==> images/metal_stack.png <==
(3 px per µm) Two of the layers only.
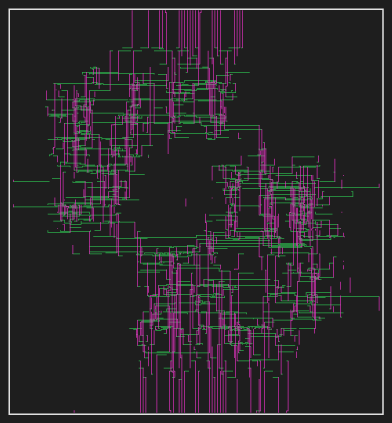
==> images/final_placement.png <==
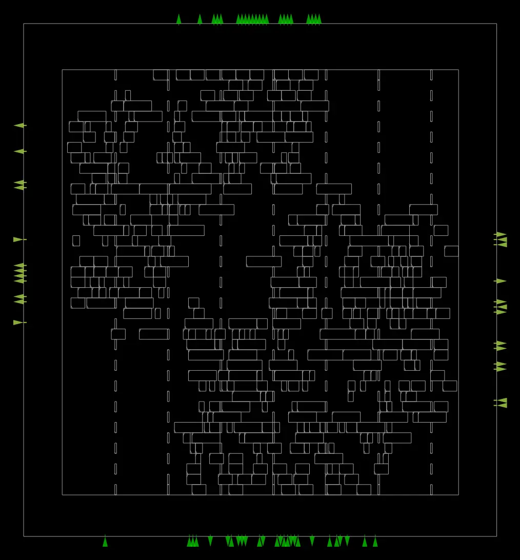
--- src/rtl/cpu_pkg.sv ---
// Shared definitions for the CPU instruction path: opcodes, CU handshake
// codes, instruction field positions and fetch-unit FSM encodings.
package cpu_pkg;

    localparam logic [3:0] OP_NOP  = 4'b0000;
    localparam logic [3:0] OP_MOV  = 4'b0001;
    localparam logic [3:0] OP_ADD  = 4'b0010;
    localparam logic [3:0] OP_SUB  = 4'b0011;
    localparam logic [3:0] OP_AND  = 4'b0100;
    localparam logic [3:0] OP_OR   = 4'b0101;
    localparam logic [3:0] OP_XOR  = 4'b0110;
    localparam logic [3:0] OP_NOT  = 4'b0111;
    localparam logic [3:0] OP_SHL  = 4'b1000;
    localparam logic [3:0] OP_SHR  = 4'b1001;
    localparam logic [3:0] OP_LT   = 4'b1010;
    localparam logic [3:0] OP_EQ   = 4'b1011;
    localparam logic [3:0] OP_MVI  = 4'b1100;
    localparam logic [3:0] OP_HALT = 4'b1111;

    localparam logic [1:0] CU_IDLE = 2'b00;
    localparam logic [1:0] CU_DONE = 2'b11;

    // Instruction word layout: [15:12] opcode, [11:6] dest, [5:0] src
    localparam int OPC_MSB = 15;
    localparam int OPC_LSB = 12;
    localparam int DST_MSB = 11;
    localparam int DST_LSB = 6;
    localparam int SRC_MSB = 5;
    localparam int SRC_LSB = 0;

    localparam logic [2:0] S_IDLE   = 3'd0;
    localparam logic [2:0] S_FETCH  = 3'd1;
    localparam logic [2:0] S_WAIT   = 3'd2;
    localparam logic [2:0] S_DECODE = 3'd3;
    localparam logic [2:0] S_EXEC   = 3'd4;
    localparam logic [2:0] S_CLEAR  = 3'd5;
    localparam logic [2:0] S_HALTED = 3'd6;

endpackage

--- src/rtl/instr_fetch_unit.sv ---
// Instruction fetch/sequencing unit: reads ROM words, splits them into
// opcode/dest/src for the CU, holds each until the CU reports done (or the
// instruction times out), clears the CU with a NOP and advances the pc.
module instr_fetch_unit
    import cpu_pkg::*;
#(
    parameter int ADDR_W      = 8,
    parameter int ROM_LATENCY = 1,
    parameter int TIMEOUT     = 16
) (
    input  logic              clk,
    input  logic              rst,
    input  logic              start,
    output logic [ADDR_W-1:0] rom_address,
    output logic              rom_read_enable,
    input  logic [15:0]       rom_data,
    input  logic [1:0]        cu_state,
    output logic [3:0]        opcode,
    output logic [5:0]        dest,
    output logic [5:0]        src,
    output logic [ADDR_W-1:0] pc,
    output logic              busy,
    output logic              halted,
    output logic              timeout_err,
    output logic [15:0]       instr_count
);

    localparam int TMR_W = $clog2(TIMEOUT) + 1;
    localparam int LAT_W = $clog2(ROM_LATENCY + 1);

    logic [2:0]       state;
    logic [15:0]      ir;
    logic [TMR_W-1:0] timer;
    logic [LAT_W-1:0] lat_cnt;
    logic [3:0]       ir_op;

    assign ir_op = ir[OPC_MSB:OPC_LSB];

    // Status and ROM strobe are pure decodes of the state and pc
    assign rom_address     = pc;
    assign rom_read_enable = (state == S_FETCH);
    assign busy            = (state != S_IDLE) && (state != S_HALTED);
    assign halted          = (state == S_HALTED);

    // Sequencer FSM with inline ROM-latency counter and execution timer
    always_ff @(posedge clk) begin
        if (rst) begin
            state       <= S_IDLE;
            pc          <= '0;
            ir          <= '0;
            opcode      <= OP_NOP;
            dest        <= '0;
            src         <= '0;
            timer       <= '0;
            lat_cnt     <= '0;
            timeout_err <= 1'b0;
            instr_count <= '0;
        end else begin
            case (state)
                S_IDLE: begin
                    if (start) state <= S_FETCH;
                end
                S_FETCH: begin
                    lat_cnt <= '0;
                    state   <= S_WAIT;
                end
                S_WAIT: begin
                    if (lat_cnt == LAT_W'(ROM_LATENCY - 1)) begin
                        ir    <= rom_data;
                        state <= S_DECODE;
                    end else begin
                        lat_cnt <= lat_cnt + 1'b1;
                    end
                end
                S_DECODE: begin
                    if (ir_op == OP_HALT) begin
                        state <= S_HALTED;
                    end else if (ir_op == OP_NOP) begin
                        pc          <= pc + 1'b1;
                        instr_count <= bump_count(instr_count);
                        state       <= S_FETCH;
                    end else if (cu_state == CU_IDLE) begin
                        opcode <= ir_op;
                        dest   <= ir[DST_MSB:DST_LSB];
                        src    <= ir[SRC_MSB:SRC_LSB];
                        timer  <= '0;
                        state  <= S_EXEC;
                    end
                end
                S_EXEC: begin
                    // Done takes priority over a simultaneous timeout
                    if (cu_state == CU_DONE) begin
                        opcode <= OP_NOP;
                        dest   <= '0;
                        src    <= '0;
                        state  <= S_CLEAR;
                    end else if (timer == TMR_W'(TIMEOUT - 1)) begin
                        opcode      <= OP_NOP;
                        dest        <= '0;
                        src         <= '0;
                        timeout_err <= 1'b1;
                        state       <= S_CLEAR;
                    end else begin
                        timer <= timer + 1'b1;
                    end
                end
                S_CLEAR: begin
                    if (cu_state == CU_IDLE) begin
                        pc          <= pc + 1'b1;
                        instr_count <= bump_count(instr_count);
                        state       <= S_FETCH;
                    end
                end
                S_HALTED: begin
                    opcode <= OP_NOP;
                end
                default: state <= S_IDLE;
            endcase
        end
    end

    function automatic logic [15:0] bump_count(input logic [15:0] c);
        return (c == 16'hFFFF) ? c : c + 16'd1;
    endfunction

endmodule
--- config.mk ---
export PLATFORM = sky130hd
export DESIGN_NAME = instr_fetch_unit
export DESIGN_NICKNAME = d
export VERILOG_FILES = /design/src/rtl/cpu_pkg.sv /design/src/rtl/instr_fetch_unit.sv
export SDC_FILE = /design/constraint.sdc
export NUM_CORES = 1
export LEC_CHECK = 0
export ABC_CLOCK_PERIOD_IN_PS = 3600
export CAP_MARGIN = 0
export CORE_ASPECT_RATIO = 1.1
export CORE_MARGIN = 10
export CORE_UTILIZATION = 25
export DETAILED_ROUTE_END_ITERATION = 8
export PLACE_DENSITY_LB_ADDON = 0.25
export SETUP_SLACK_MARGIN = 0.05
export SYNTH_ARGS = -nofsm -noshare
export SYNTH_HDL_FRONTEND = slang
export SYNTH_SLANG_ARGS = --single-unit
--- constraint.sdc ---
create_clock -name clk -period 3.6 [get_ports clk]
set_clock_uncertainty 0.2 [all_clocks]
set_input_delay 0.72 -clock clk [delete_from_list [all_inputs] [get_ports clk]]
set_output_delay 0.72 -clock clk [all_outputs]
set_load 0.01 [all_outputs]
==> qor.yml <==
critPathLaunchType: "register"
ioPinCount: 73
max_stage_delay_ns: 0.53
fp_util: 0.257
dr.pass1.iters: 5
n_all_inverters: 8
rr_startpoint: "timer[0]"
grt_setup_unrepaired: "false"
vias: 2622
ys_top_logic_family: "simple AND/OR/NAND/NOR gates"
p_total_w: 0.00183
cts_sinks: 65
htree_levels: 3
top_layer: "met4"
largest_area_cell: "dfxtp_1"
area_growth_pct: 36.7
clock_cell_area_share: 0.0740
antenna_found_initial: 0
setup_tns_ns: 0
seq_power_w: 0.000772
synthAdderAreaFrac: 0.0168
hold_path_depth: 2
logic_area_um2: 1520
maxPowerGroup: "the clock network"
log.warning_count: 26
place_area_um2: 3770
p_int_w: 0.00137
numSynthFlops: 65
slew_headroom: 0.318
syn_nets: 365
clk_latency_ns: 0.32
stdcell_area_um2: 4070
drc: 0
tightestPinTransition_ns: 1.02
die_y_um: 134
setup.worst_path.end: "halted"
max_freq_ghz: 0.356
arrival_ns: 1.89
hold-path-endpoint: "ir[3]"
clockBufferDepth: 2
outcome: "finished clean"
met3_length_um: 490
path_buffers: 1
setup_ws_ns: 0.792
top_cells_by_count: "dfxtp_1 (65), nor2_1 (55), nand2_1 (43), a21oi_1 (26), a22oi_1 (16)"
hp-class: "register to register"
ant_nets: 0
min_from: "ir[3]"
gp_congestion: 0.758
dp_cells: 541
synth_top_cell_by_count: "dfxtp_1"
reg2regPathDepth: 7
portBuffers: 72
p_clk_w: 0.000868
netlist_instances: 340
aoi_share: 0.178
post_cts.repair.setup_buffers: 0
yosys.area_share.simple: 0.248
hold_buffers: 0
buf_share: 0.181
seq_share: 0.319
antenna_cells: 0
hold_viol: 0
syn-cell-area_um2: 2980
vdd_ir_drop_max_mv: 0.236
die_x_um: 124
clockBufferCount: 9
p_leak_nw: 1.38
p_sw_w: 0.000460
worst_setup_path_end_kind: "primary output"
switching_share: 0.251
cp.depth: 3
top_cell_area_share: 0.437
ys_warn_count: 0
rrSetupSlack_ns: 1.08
drt-vias-per-instance: 4.71
final-setup-viol-count: 0
globalRoute.totalOverflow: 0
cp_top_family: "simple AND/OR/NAND/NOR gates"
hold_ws_ns: 0.256
synth_chip_area_um2: 2980
edf_count: 0
p_comb_w: 0.000190
timing.max_cap.violations: 0
top_regs: "instr_count x16, ir x16, pc x8"
yosys_most_used_dff: "dfxtp_1"
layout.nets: 427
die_area_um2: 16700
worst-path-max-fanout: 10
cp.required_ns: 2.68
ff_latch_area_um2: 1300
power_density_nw_per_um2: 449
yosys_cells: 340
comb-cell-share: 0.372
fin_cells: 557
ff_count: 65
grt_pass1_wl_um: 12900
area_leaders: "dfxtp_1 (44%), nor2_1 (6.9%), nand2_1 (5.4%)"
drt-met1-wl_um: 3260
min_period_ns: 2.81
dp_slack_ns: 0.590
largestClassByArea: "combinational gates"
nMultiInputCombCells: 243
-- metal_stack.png (at the start) --
legend:
  magenta:
    layer: met2
    wire_length: 4030 µm
  green:
    layer: met1
    wire_length: 3260 µm
Total Wirelength: 7890 µm
GRT Total Usage: 0.0960
wire per inst: 14.2 µm

-- final_placement.png (at the start) --
end-of-flow core utilization: 0.351
fillers: 1236
Core Area: 11600 µm²
Placement Rows: 41
n_taps: 150

## layout by cell type, fill, tap and decap left out, types with 2 or more instances in the layout
cell type / count
clkdlybuf4s50_1: 71
a22oi_1: 16
mux2_4: 2
buf_4: 3
a31oi_1: 4
clkinvlp_4: 2
inv_1: 7
xnor2_1: 8
a21o_2: 2
xor2_1: 7
a21oi_1: 26
inv_6: 3
and2_1: 4
mux2i_1: 3
o2111ai_1: 2
and3_1: 4
nand3_1: 10
dfxtp_1: 65
nand3b_1: 3
nor4_4: 3
a21o_1: 2
or3_1: 2
nor2_1: 55
ha_1: 4
nor2b_1: 4
nand4_1: 8
clkbuf_16: 9
a211oi_1: 7
nand2_1: 43
## layer usage
metal,up-vias,GRT usage
li1,1303,-
met1,1256,0.106
met2,57,0.166
met3,6,0.0321
met4,0,0.0346
met5,-,0
